==> src/rtl/register_bank_write_port_pkg.sv <==
// Shared datapath definitions for the 16-entry register bank write port.
package register_bank_write_port_pkg;
  localparam int NUM_REGS = 16;
  localparam int IDX_W    = 4;
  localparam logic [IDX_W-1:0] LAST_IDX = IDX_W'(NUM_REGS - 1);

  typedef enum logic {
    ST_IDLE  = 1'b0,
    ST_CLEAR = 1'b1
  } state_t;
endpackage

==> src/rtl/register_bank_write_port_four_to_sixteen_decoder.sv <==
// 4-bit index to 16-bit one-hot decode, all-zero when disabled.
module register_bank_write_port_four_to_sixteen_decoder
  import register_bank_write_port_pkg::*;
(
  input  logic                i_en,
  input  logic [IDX_W-1:0]    i_idx,
  output logic [NUM_REGS-1:0] o_onehot
);
  always_comb begin
    o_onehot = '0;
    if (i_en) o_onehot[i_idx] = 1'b1;
  end
endmodule

==> src/rtl/register_bank_write_port.sv <==
// Register bank write port: one-deep staged writes committing a cycle after
// acceptance, plus a sequential 16-cycle zero-fill.
//   state    | meaning
//   ST_IDLE  | accepting writes, staged write commits each edge
//   ST_CLEAR | zeroing register[r_cnt] each edge, writes refused
module register_bank_write_port
  import register_bank_write_port_pkg::*;
#(
  parameter int BITS     = 32,
  parameter int ZERO_REG = 1
) (
  input  logic                           CLK,
  input  logic                           RESET_N,
  input  logic                           WR_VALID,
  output logic                           WR_READY,
  input  logic [IDX_W-1:0]               WR_SELECT,
  input  logic [BITS-1:0]                WR_DATA,
  input  logic                           CLEAR_REQ,
  output logic [NUM_REGS-1:0][BITS-1:0]  DATA,
  output logic [NUM_REGS-1:0]            PENDING,
  output logic                           BUSY
);
  state_t                         r_state;
  logic [IDX_W-1:0]               r_cnt;
  logic                           r_ready;
  logic                           r_stg_valid;
  logic [IDX_W-1:0]               r_stg_idx;
  logic [BITS-1:0]                r_stg_data;
  logic [NUM_REGS-1:0][BITS-1:0]  r_regs;

  logic                           w_accept;
  logic                           w_stg_en;
  logic [NUM_REGS-1:0]            w_commit_oh;

  assign w_accept = WR_VALID & r_ready;
  // Staged writes to the hardwired register are dropped here, so register 0
  // never loads and its PENDING bit never rises.
  assign w_stg_en = r_stg_valid & ~((ZERO_REG != 0) && (r_stg_idx == '0));

  register_bank_write_port_four_to_sixteen_decoder u_commit_dec (
    .i_en     (w_stg_en),
    .i_idx    (r_stg_idx),
    .o_onehot (w_commit_oh)
  );

  always_ff @(posedge CLK or negedge RESET_N) begin
    if (!RESET_N) begin
      r_state     <= ST_IDLE;
      r_cnt       <= '0;
      r_ready     <= 1'b0;
      r_stg_valid <= 1'b0;
      r_stg_idx   <= '0;
      r_stg_data  <= '0;
      r_regs      <= '0;
    end else begin
      r_stg_valid <= w_accept;
      if (w_accept) begin
        r_stg_idx  <= WR_SELECT;
        r_stg_data <= WR_DATA;
      end
      for (int i = 0; i < NUM_REGS; i++) begin
        if (w_commit_oh[i]) r_regs[i] <= r_stg_data;
      end
      // Zeroing is assigned after the commit so it wins on the same index.
      case (r_state)
        ST_IDLE: begin
          if (CLEAR_REQ) begin
            r_state <= ST_CLEAR;
            r_cnt   <= '0;
            r_ready <= 1'b0;
          end else begin
            r_ready <= 1'b1;
          end
        end
        ST_CLEAR: begin
          r_regs[r_cnt] <= '0;
          if (r_cnt == LAST_IDX) begin
            r_state <= ST_IDLE;
            r_cnt   <= '0;
            r_ready <= 1'b1;
          end else begin
            r_cnt <= r_cnt + 4'd1;
          end
        end
        default: begin
          r_state <= ST_IDLE;
          r_ready <= 1'b0;
        end
      endcase
    end
  end

  assign WR_READY = r_ready;
  assign DATA     = r_regs;
  assign PENDING  = w_commit_oh;
  assign BUSY     = (r_state == ST_CLEAR);
endmodule

==> config.mk <==
export PLATFORM = sky130hd
export DESIGN_NAME = register_bank_write_port
export DESIGN_NICKNAME = d
export VERILOG_FILES = /design/src/rtl/register_bank_write_port_pkg.sv /design/src/rtl/register_bank_write_port_four_to_sixteen_decoder.sv /design/src/rtl/register_bank_write_port.sv
export SDC_FILE = /design/constraint.sdc
export NUM_CORES = 1
export LEC_CHECK = 0
export CAP_MARGIN = 40
export CORE_MARGIN = 4
export CORE_UTILIZATION = 35
export CTS_CLUSTER_DIAMETER = 200
export CTS_CLUSTER_SIZE = 25
export DETAILED_ROUTE_END_ITERATION = 8
export PLACE_DENSITY = 0.67
export SYNTH_ARGS = -nofsm -noshare
export SYNTH_HDL_FRONTEND = slang
export SYNTH_HIERARCHICAL = 1
export SYNTH_SLANG_ARGS = --single-unit
==> constraint.sdc <==
create_clock -name CLK -period 2.2 [get_ports CLK]
set_input_delay 0.44 -clock CLK [delete_from_list [all_inputs] [get_ports CLK]]
set_output_delay 0.44 -clock CLK [all_outputs]
set_load 0.02 [all_outputs]
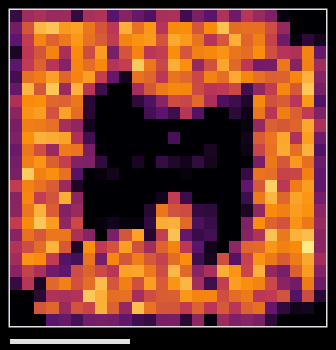
(images/density.png)
Scale bar: 100 µm. The die is cut into 26 by 26 equal tiles; black is low, pale yellow is high, 0 to 100% covered.
nearly empty tiles: 18%
fullest tile: 95%
tiles over 75% full: 14%
final core occ: 47.60%
fp util: 35.25%

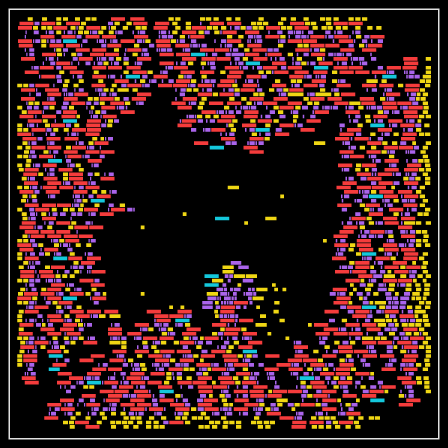
(images/cell_classes.png)
legend:
  red:
    class: flip-flops
    cells: 555
    share_of_their_area: 47%
  purple:
    class: all other logic
    cells: 1131
    share_of_their_area: 27%
  yellow:
    class: other buffers and delay cells
    cells: 669
    share_of_their_area: 23%
  cyan:
    class: clock drivers and dummy loads
    cells: 28
    share_of_their_area: 2.4%

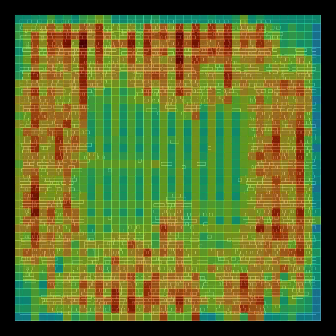
(images/final_congestion.png)
GR Layer Usage met2: 39.21%
GR met3 Demand/Resource: 4.840%
DR WL/cell: 25.58 µm
layer with the highest usage: met2
GR Util All Layers: 23.19%

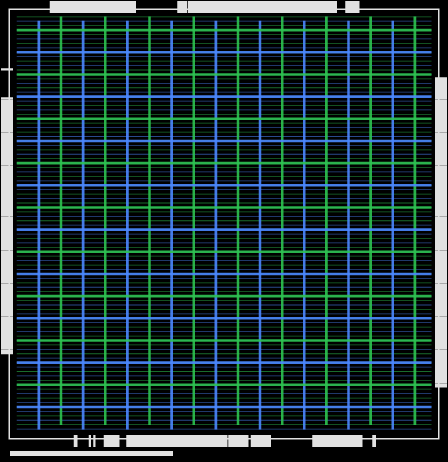
(images/pdn.png)
Scale bar: 100 µm. Pins as bars on the die edge.
legend:
  green:
    net: VDD
  blue:
    net: VSS
rows: 93
met5 straps: 18
met4 straps: 18
signal pins: 570

==> registers in the layout (all words and copies together) (netlist names) <==
name / cells
DATA: 512
r_stg_data: 32
r_cnt: 4
r_stg_idx: 4
BUSY: 1
WR_READY: 1
r_stg_valid: 1
==> logic make-up after synthesis <==
kind of cell               synth area share (%)
muxes                                     24.43
adders and majority gates                0.2207
DFF                                       61.23
AOI/OAI and AO/OA                        0.2482
xor gates and xnor gates                0.03862
and+or+nand+nor                           9.957
buffers and inverters                     3.878
==> power groups by stage <==
stage	clock network, W	logic, W	registers, W
floorplan	0	0.00641	0.0189
global placement	0	0.0201	0.0161
detailed placement	0	0.0207	0.0161
global route	0.00607	0.0217	0.0164
CTS	0.00568	0.0207	0.0160
finish	0.00548	0.0206	0.0160
==> metrics.yaml <==
met3RoutedLength_mm: 4.811
cp.arrival_ps: 2020
top_cells_by_count: "dfrtp_1 (555), nor2_1 (526), mux2i_1 (513)"
violations: "negative setup slack"
via_count: 16250
synth-seq-cells: 555
worst-path-buf-inv: 1
placed_area_um2: 29750
clk_pin_slew_ps: 100
cts.sinks: 555
max_freq_ghz: 0.4071
comb_area_um2: 8103
nNonClkBuffers: 669
top_cells_by_area: "dfrtp_1 (61%), mux2i_1 (23%), nor2_1 (8.7%)"
ys_seq_share_pct: 61.23
num_io_pins: 570
largest_cell_class: "flip-flops and latches"
final_layout_top_logic_cell: "dfrtp_1"
drt-pass1-iter-count: 5
top_cell_area_share_pct: 61.23
top_layer: "met4"
setup_viol: 82
ctsResizeCount: 105
critPathSlowestCell: "o41a_1"
pre_cts_slack_ps: -123.4
startpoint_type: "flop"
whs_ps: 366.4
maxSlewViolCount: 0
pwr-share-comb_pct: 49.0
antenna_found_initial: 1
cts_max_level: 1
register_area_um2: 13890
tap_cells: 855
power_frac_seq_pct: 38.0
final_cells: 3242
dp_hpwl_mm: 56.51
grt_first_pass_wirelength_mm: 121.1
rsz0062_at_grt: "true"
sh_seq_area_pct: 45.35
ys_cells: 1879
setup_tns_ps: -7198
swShare_pct: 42.63
cts_inserted_buffers: 26
avgViaCountPerCell: 5.012
outcome: "complete, but fails checks"
syn_inst: 1879
drc: 0
comb_share_pct: 26.45
cts_buffer_depth: 3
row_count: 93
ys.warnings.count: 6
wirelength_met1_mm: 35.91
multiInputCombCellCount: 1128
synthArstFlopShare_pct: 100.0
inverters_excl_clock: 3
buf_share_pct: 22.37
powerDensity_nw_per_um2: 1376
critPathTopFamily: "AND-OR/OR-AND gates"
cts_tree: "yes"
place_inst: 3203
drv_cap: 0
dieHeight_um: 262.6
crit_fanout: 4
drive_gt1_share_pct: 8.938
finClkSkew_ps: 28.96
cp.depth: 4
grt_pass1_vias: 17020
hp-class: "in2async"
crit_start: "r_stg_idx[1]"
met2_length_mm: 40.27
die_w_um: 262.6
grt_remaining_overflow: 0
netSwitchingPower_w: 0.01796
nets: 2427
fillers: 5742
r2r_slack_ps: -140
finalClockPeriodUsage_pct: 111.7
setup_slack_ps: -256.5
r2r_end: "DATA[34]"
path_class: "reg2out"
antennaDiodeCount: 4
die-area_um2: 68940
syn_avg_cell_area_um2: 12.07
clk_latency_ps: 590
worst_pin_slew_ps: 899.2
synth_cell_type_count: 29
Power figures rest on the tool's default switching activity, not on a simulated workload.
